### src/rtl/mem_port_arbiter.sv
// mem_port_arbiter: shares one fixed-latency single-port memory between fetch and data ports
module mem_port_arbiter #(
    parameter int ADDR_W     = 32,
    parameter int DATA_W     = 32,
    parameter int MEM_LAT    = 2,
    parameter int MAX_STREAK = 4
) (
    input  logic              clk,
    input  logic              rst,
    input  logic              if_req,
    input  logic [ADDR_W-1:0] if_addr,
    output logic              if_gnt,
    output logic              if_rvalid,
    output logic [DATA_W-1:0] if_rdata,
    input  logic              dm_req,
    input  logic              dm_we,
    input  logic [ADDR_W-1:0] dm_addr,
    input  logic [DATA_W-1:0] dm_wdata,
    output logic              dm_gnt,
    output logic              dm_rvalid,
    output logic [DATA_W-1:0] dm_rdata,
    output logic              mem_en,
    output logic              mem_we,
    output logic [ADDR_W-1:0] mem_addr,
    output logic [DATA_W-1:0] mem_wdata,
    input  logic [DATA_W-1:0] mem_rdata,
    output logic              busy,
    output logic              pc_stall
);
    localparam int CW = $clog2(MEM_LAT + 1);
    localparam int SW = $clog2(MAX_STREAK + 1);

    typedef enum logic {IDLE, WAIT} state_t;

    state_t          state, state_nx;
    logic [CW-1:0]   cnt;
    logic [SW-1:0]   streak;
    logic            owner_dm, owner_we, dm_win, done;

    // IF overrides DM priority only once DM has starved it for MAX_STREAK grants
    assign dm_win    = dm_req & ~(if_req & (streak == SW'(MAX_STREAK)));
    assign mem_en    = if_gnt | dm_gnt;
    assign mem_we    = dm_gnt & dm_we;
    assign mem_addr  = dm_win ? dm_addr : if_addr;
    assign mem_wdata = dm_wdata;
    assign busy      = state == WAIT;
    assign pc_stall  = if_req & ~if_rvalid;

    // grant in IDLE (suppressed during reset), finish WAIT when the read data is on mem_rdata
    always_comb begin
        state_nx = state;
        if_gnt   = 1'b0;
        dm_gnt   = 1'b0;
        done     = 1'b0;
        if (state == IDLE) begin
            dm_gnt = rst & dm_win;
            if_gnt = rst & if_req & ~dm_win;
            state_nx = (dm_gnt | if_gnt) ? WAIT : IDLE;
        end else if (cnt == CW'(1)) begin
            done     = 1'b1;
            state_nx = IDLE;
        end
    end

    // state, latency counter, ownership, result registers and starvation streak
    always_ff @(posedge clk) begin
        if (!rst) begin
            state     <= IDLE;
            cnt       <= '0;
            streak    <= '0;
            owner_dm  <= 1'b0;
            owner_we  <= 1'b0;
            if_rvalid <= 1'b0;
            dm_rvalid <= 1'b0;
            if_rdata  <= '0;
            dm_rdata  <= '0;
        end else begin
            state <= state_nx;
            if (mem_en) begin
                cnt      <= CW'(MEM_LAT);
                owner_dm <= dm_gnt;
                owner_we <= dm_gnt & dm_we;
            end else if (state == WAIT) begin
                cnt <= cnt - 1'b1;
            end
            if_rvalid <= done & ~owner_dm;
            dm_rvalid <= done & owner_dm;
            if (done & ~owner_dm) if_rdata <= mem_rdata;
            if (done & owner_dm & ~owner_we) dm_rdata <= mem_rdata;
            streak <= (~if_req | if_gnt) ? '0 :
                      (dm_gnt && streak != SW'(MAX_STREAK)) ? streak + 1'b1 : streak;
        end
    end
endmodule
### config.mk
export PLATFORM = sky130hd
export DESIGN_NAME = mem_port_arbiter
export DESIGN_NICKNAME = d
export VERILOG_FILES = /design/src/rtl/mem_port_arbiter.sv
export SDC_FILE = /design/constraint.sdc
export NUM_CORES = 1
export LEC_CHECK = 0
export CAP_MARGIN = 20
export CORE_MARGIN = 2
export CORE_UTILIZATION = 33
export CTS_BUF_LIST = sky130_fd_sc_hd__clkbuf_16
export DETAILED_ROUTE_END_ITERATION = 12
export PLACE_DENSITY = 0.8
export REMOVE_ABC_BUFFERS = 1
export SLEW_MARGIN = 15
export SYNTH_ARGS = -nofsm -noshare
export SYNTH_HDL_FRONTEND = slang
export SYNTH_SLANG_ARGS = --single-unit
### constraint.sdc
create_clock -name clk -period 1.5 [get_ports clk]
set_input_delay 0.15 -clock clk [delete_from_list [all_inputs] [get_ports clk]]
set_output_delay 0.15 -clock clk [all_outputs]
set_load 0.01 [all_outputs]
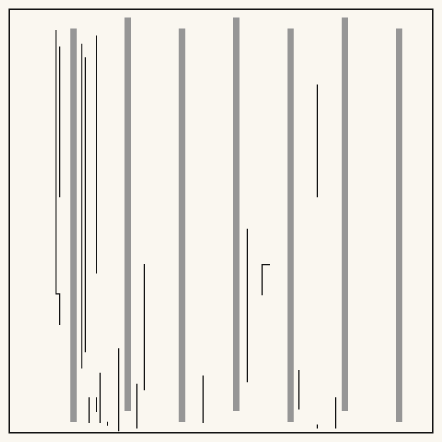
(images/layer_met4.png)
(4 px per um) Supply wires on this layer in gray.
The wires run mostly vertical. The layer holds 3.6% of the routed length. The longest straight run is 80.9 um. The layer carries 515 um of wire. 14 nets have wire on it.
Total Wirelength: 14.2 mm
via count: 3,622

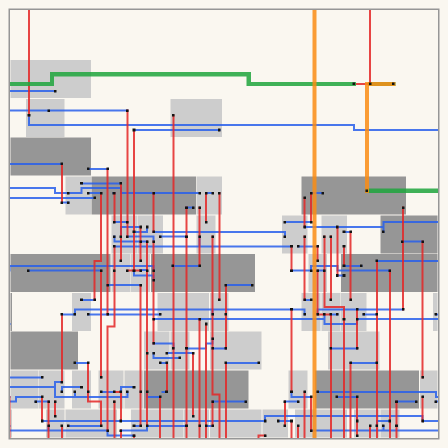
(images/detail.png)
Region (38, 17) to (68, 47) um. Cells in gray, sequential cells in the stronger gray; small squares are vias.
Key: orange = metal 4; blue = metal 1; red = metal 2; green = metal 3
Netlist names of flops here include `if_rdata` (7), `dm_rdata` (3). Sequential cells in the window: 10. Most frequent: nand2_1 (14), dfxtp_1 (10), clkdlybuf4s50_1 (9). 49 logic cells have their middle in the window.

==> metrics.csv <==
stage;metric;value;unit
synthesis;area figure in the yosys stat output;0.00340;mm2
sta;setup ws final;-0.426;ns
synthesis;Synth flops;74;
final_layout;Antenna diodes;0;
power;Clk pwr share;42.2;%
power;combinational fraction of design power;19.3;%
power;sw frac;22.8;%
sta;worst clock skew;0.00638;ns
outcome;outcome;finished, violations left;
synthesis;post-synth top area cell;dfxtp_1;
floorplan;fp_density;33.5;%
power;NetSw;0.00120;W
setup_path;CP max stage delay;0.32;ns
outcome;failing checks;setup timing;
sta;Setup violations, final;35;
final_layout;sequential cells;74;
synthesis;Synth Cell Area;0.00340;mm2
clock_network;Setup Buffers After CTS;3;
final_layout;register area;0.00149;mm2
synthesis;Post-synth area hogs;dfxtp_1 (44%), nand2_1 (11%), mux2_2 (11%);
setup_path;Worst setup EP type;primary output;
setup_path;worst setup path startpoint;streak[0];
sta;max-slew violation count;0;
floorplan;chip height;105;um
place;Placement Cell Area;0.00544;mm2
synthesis;aoi share;11.5;%
setup_path;CP Capture Point;mem_addr[7];
clock_network;Clock Sinks;74;
detailed_routing;WL met1;4.91;mm
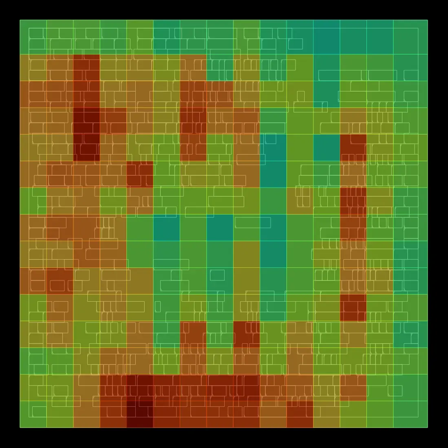
(images/congestion.png)
gr busiest metal: met2
drt wl/cell: 19.3 um
met2 usage: 41.9%
Global Route Usage Sum: 25.1%

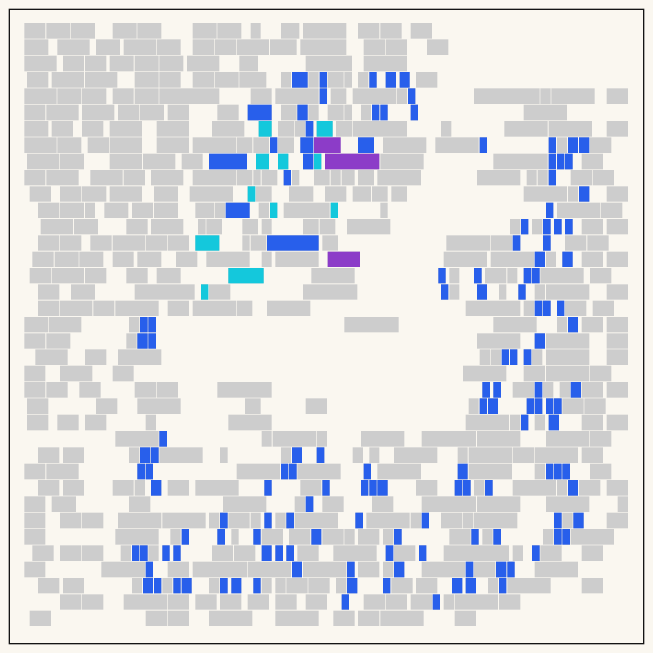
(images/logic_types.png)
(6 px per um)
Key: cyan = nor cells [cells 11]; blue = nand cells [cells 142, where all over the die]; purple = fa/ha/maj cells [cells 3]
dominant logic cell type in the layout: clkdlybuf4s50_1
Post-Layout Cell Count: 736
combinational share of cell area: 27.1%

==> stage by stage <==
step                      std cells  TNS [ns]  hold slack (ns)  util, %
after floorplan                 347    -15.63            0.283        -
after global placement          712    -17.87            0.300     53.6
after detailed placement        712    -18.15            0.300     53.6
after CTS                       734    -13.44            0.290     59.0
after global routing            736    -14.89            0.300     60.0
final                           736    -13.02            0.300     60.0
==> cells in the final DEF (no fill, tap or decap), types with 5 or more instances in the layout <==
cell,n
clkdlybuf4s50_1,164
mux2_4,31
buf_12,6
inv_1,7
o21ai_0,32
a21oi_1,36
clkbuf_16,9
nand3_1,34
dfxtp_1,71
buf_4,21
nand2_1,101
nor2_1,5
buf_6,35
Power is estimated from default activity; no workload was simulated.
